`src/rtl/regfile_sequencer_if.sv`:
```
// regfile_sequencer_if: instruction handshake, register file read/write ports and status flags between fetch, sequencer and register file
interface regfile_sequencer_if #(parameter int DATA_W = 8);
  logic instr_valid;
  logic [7:0] instr;
  logic instr_ready;
  logic [1:0] read_reg1;
  logic [1:0] read_reg2;
  logic [DATA_W-1:0] read_data1;
  logic [DATA_W-1:0] read_data2;
  logic write_enable;
  logic [1:0] write_reg;
  logic [DATA_W-1:0] write_data;
  logic done;
  logic zero_flag;
  logic carry_flag;
  modport master (
    input instr_valid, instr, read_data1, read_data2,
    output instr_ready, read_reg1, read_reg2, write_enable, write_reg, write_data, done, zero_flag, carry_flag
  );
  modport slave (
    output instr_valid, instr, read_data1, read_data2,
    input instr_ready, read_reg1, read_reg2, write_enable, write_reg, write_data, done, zero_flag, carry_flag
  );
endinterface

```
`src/rtl/regfile_sequencer.sv`:
```
// regfile_sequencer: 4-cycle IDLE/READ/EXEC/WRITE execute sequencer; ports clk, reset, bus (instr handshake, two read ports, write port, done, zero/carry flags)
module regfile_sequencer #(
  parameter int DATA_W = 8
) (
  input logic clk,
  input logic reset,
  regfile_sequencer_if.master bus
);
  typedef enum logic [1:0] {IDLE, READ, EXEC, WRITE} state_t;
  state_t state, state_n;
  logic [7:0] instr_q;
  logic [DATA_W-1:0] op1, op2, result;
  logic [DATA_W:0] alu;
  logic zero_q, carry_q;
  always_ff @(posedge clk)
    state <= reset ? IDLE : state_n;
  always_comb begin
    state_n = state == IDLE ? (bus.instr_valid ? READ : IDLE) : state_t'(state + 2'd1);
  end
  always_comb begin
    alu = instr_q[7:6] == 2'b00 ? {1'b0, op1} + {1'b0, op2} :
          instr_q[7:6] == 2'b01 ? {1'b0, op1} - {1'b0, op2} :
          instr_q[7:6] == 2'b10 ? {1'b0, op1 & op2} : {1'b0, op1};
  end
  always_ff @(posedge clk)
    if (reset) begin
      instr_q <= '0;
      op1 <= '0;
      op2 <= '0;
      result <= '0;
      zero_q <= 1'b0;
      carry_q <= 1'b0;
    end else begin
      if (state == IDLE && bus.instr_valid) instr_q <= bus.instr;
      if (state == READ) begin
        op1 <= bus.read_data1;
        op2 <= bus.read_data2;
      end
      if (state == EXEC) begin
        result <= alu[DATA_W-1:0];
        zero_q <= alu[DATA_W-1:0] == '0;
        carry_q <= alu[DATA_W];
      end
    end
  assign bus.instr_ready = state == IDLE;
  assign bus.read_reg1 = instr_q[3:2];
  assign bus.read_reg2 = instr_q[1:0];
  assign bus.write_reg = instr_q[5:4];
  assign bus.write_data = result;
  assign bus.write_enable = state == WRITE;
  assign bus.done = state == WRITE;
  assign bus.zero_flag = zero_q;
  assign bus.carry_flag = carry_q;
endmodule

```
`src/flat_wrapper.sv`:
```
// flat-port wrapper written by rule: the top's interface ports become plain ports
module regfile_sequencer_flat 
#(
  parameter int DATA_W = 8
)
  (clk, reset, bus_instr_valid, bus_instr, bus_read_data1, bus_read_data2, bus_instr_ready, bus_read_reg1, bus_read_reg2, bus_write_enable, bus_write_reg, bus_write_data, bus_done, bus_zero_flag, bus_carry_flag);
  regfile_sequencer_if #(.DATA_W(DATA_W)) bus_i ();
  input logic clk;
  input logic reset;
  input wire logic [$bits(bus_i.instr_valid)-1:0] bus_instr_valid;
  input wire logic [$bits(bus_i.instr)-1:0] bus_instr;
  input wire logic [$bits(bus_i.read_data1)-1:0] bus_read_data1;
  input wire logic [$bits(bus_i.read_data2)-1:0] bus_read_data2;
  output wire logic [$bits(bus_i.instr_ready)-1:0] bus_instr_ready;
  output wire logic [$bits(bus_i.read_reg1)-1:0] bus_read_reg1;
  output wire logic [$bits(bus_i.read_reg2)-1:0] bus_read_reg2;
  output wire logic [$bits(bus_i.write_enable)-1:0] bus_write_enable;
  output wire logic [$bits(bus_i.write_reg)-1:0] bus_write_reg;
  output wire logic [$bits(bus_i.write_data)-1:0] bus_write_data;
  output wire logic [$bits(bus_i.done)-1:0] bus_done;
  output wire logic [$bits(bus_i.zero_flag)-1:0] bus_zero_flag;
  output wire logic [$bits(bus_i.carry_flag)-1:0] bus_carry_flag;
  assign bus_i.instr_valid = bus_instr_valid;
  assign bus_i.instr = bus_instr;
  assign bus_i.read_data1 = bus_read_data1;
  assign bus_i.read_data2 = bus_read_data2;
  assign bus_instr_ready = bus_i.instr_ready;
  assign bus_read_reg1 = bus_i.read_reg1;
  assign bus_read_reg2 = bus_i.read_reg2;
  assign bus_write_enable = bus_i.write_enable;
  assign bus_write_reg = bus_i.write_reg;
  assign bus_write_data = bus_i.write_data;
  assign bus_done = bus_i.done;
  assign bus_zero_flag = bus_i.zero_flag;
  assign bus_carry_flag = bus_i.carry_flag;
  regfile_sequencer #(.DATA_W(DATA_W)) u_core (.clk(clk), .reset(reset), .bus(bus_i));
endmodule
```
`config.mk`:
```
export PLATFORM = sky130hd
export DESIGN_NAME = regfile_sequencer_flat
export DESIGN_NICKNAME = d
export VERILOG_FILES = /design/src/rtl/regfile_sequencer_if.sv /design/src/rtl/regfile_sequencer.sv /design/src/flat_wrapper.sv
export SDC_FILE = /design/constraint.sdc
export NUM_CORES = 1
export LEC_CHECK = 0
export ABC_AREA = 0
export CORE_UTILIZATION = 42
export DETAILED_ROUTE_END_ITERATION = 10
export PLACE_DENSITY = 0.67
export SLEW_MARGIN = 20
export SYNTH_ARGS = -nofsm -noshare
export SYNTH_HDL_FRONTEND = slang
export SYNTH_SLANG_ARGS = --single-unit
```
`constraint.sdc`:
```
create_clock -name clk -period 3.6 [get_ports clk]
set_clock_uncertainty 0.2 [all_clocks]
set_input_delay 0.72 -clock clk [delete_from_list [all_inputs] [get_ports clk]]
set_output_delay 0.72 -clock clk [all_outputs]
set_load 0.02 [all_outputs]
```
### Register map, names as in the netlist

Drawn at 8 px/µm.
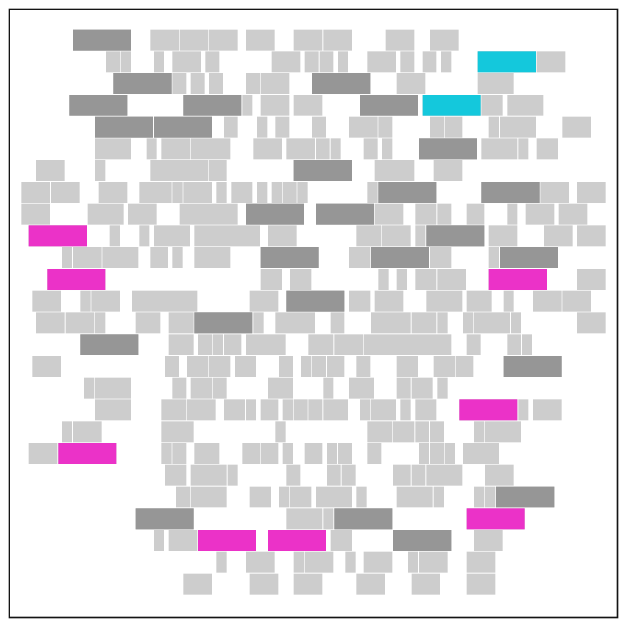
magenta -> u_core.op2  # sequential cells 8
cyan -> u_core.state  # sequential cells 2
not colored = 26

### I/O nets highlighted

Drawn at 6 px/µm.
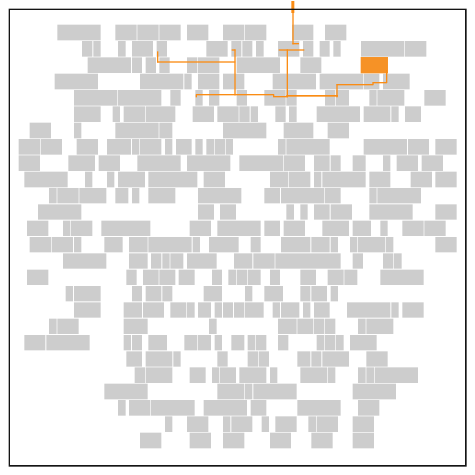
orange -> bus_instr_ready  # direction output, end cells 1, buffers 1, wire 77.6 µm

==> impl_metrics.json <==
{
  "layout_top_cell": "clkdlybuf4s50_1",
  "end_kind": "flop",
  "comb-power_uw": 305,
  "core_um2": 5170,
  "min-delay-start": "u_core.instr_q[5]$_SDFFE_PP0P_",
  "rsz0062_at_grt": "no",
  "status": "completed",
  "grt_use_met1_pct": 25.9,
  "cp_common_cell": "or4_1",
  "io_pins": 46,
  "clkbuf_count": 5,
  "xor_share_pct": 2.68,
  "p_clk_uw": 363,
  "met2_length_mm": 2.43,
  "use_met2_pct": 30.1,
  "worstReg2RegEnd": "u_core.bus.zero_flag$_SDFFE_PP0N_",
  "final_cell_mix": "clkdlybuf4s50_1 (45), dfxtp_1 (36), nor2_1 (33)",
  "powerSeq_uw": 447,
  "netlist_area_um2": 2290,
  "dp.cells": 360,
  "yosys_area_um2": 2290,
  "p_seq_share_pct": 40.1,
  "total_leakage_power_nw": 1.11,
  "peakVddDrop_mv": 0.178,
  "min_path_type": "reg2reg",
  "yosys.area_share.simple_pct": 16.8,
  "synthToLayoutAreaGrowth_pct": 23.4,
  "syn_inst": 264,
  "cts_resized": 0,
  "reg2reg_slack_ps": 370,
  "drc_errors": 0,
  "edf_count": 0,
  "slew_headroom_pct": 31.3,
  "reg2reg_depth": 8,
  "dominant_cells": "combinational gates",
  "place_area_um2": 2710
}
==> how the worst max path moves through the flow <==
stage | from | endpoint | cells past startpoint
floorplan | u_core.op1[0]$_SDFFE_PP0N_ | u_core.bus.zero_flag$_SDFFE_PP0N_ | 9
global placement | u_core.op1[0]$_SDFFE_PP0N_ | u_core.bus.zero_flag$_SDFFE_PP0N_ | 9
detailed placement | u_core.op1[0]$_SDFFE_PP0N_ | u_core.bus.zero_flag$_SDFFE_PP0N_ | 9
CTS | u_core.op1[0]$_SDFFE_PP0N_ | u_core.bus.zero_flag$_SDFFE_PP0N_ | 9
global route | u_core.op1[0]$_SDFFE_PP0N_ | u_core.bus.zero_flag$_SDFFE_PP0N_ | 9
finish | u_core.op2[0]$_SDFFE_PP0N_ | u_core.bus.zero_flag$_SDFFE_PP0N_ | 8
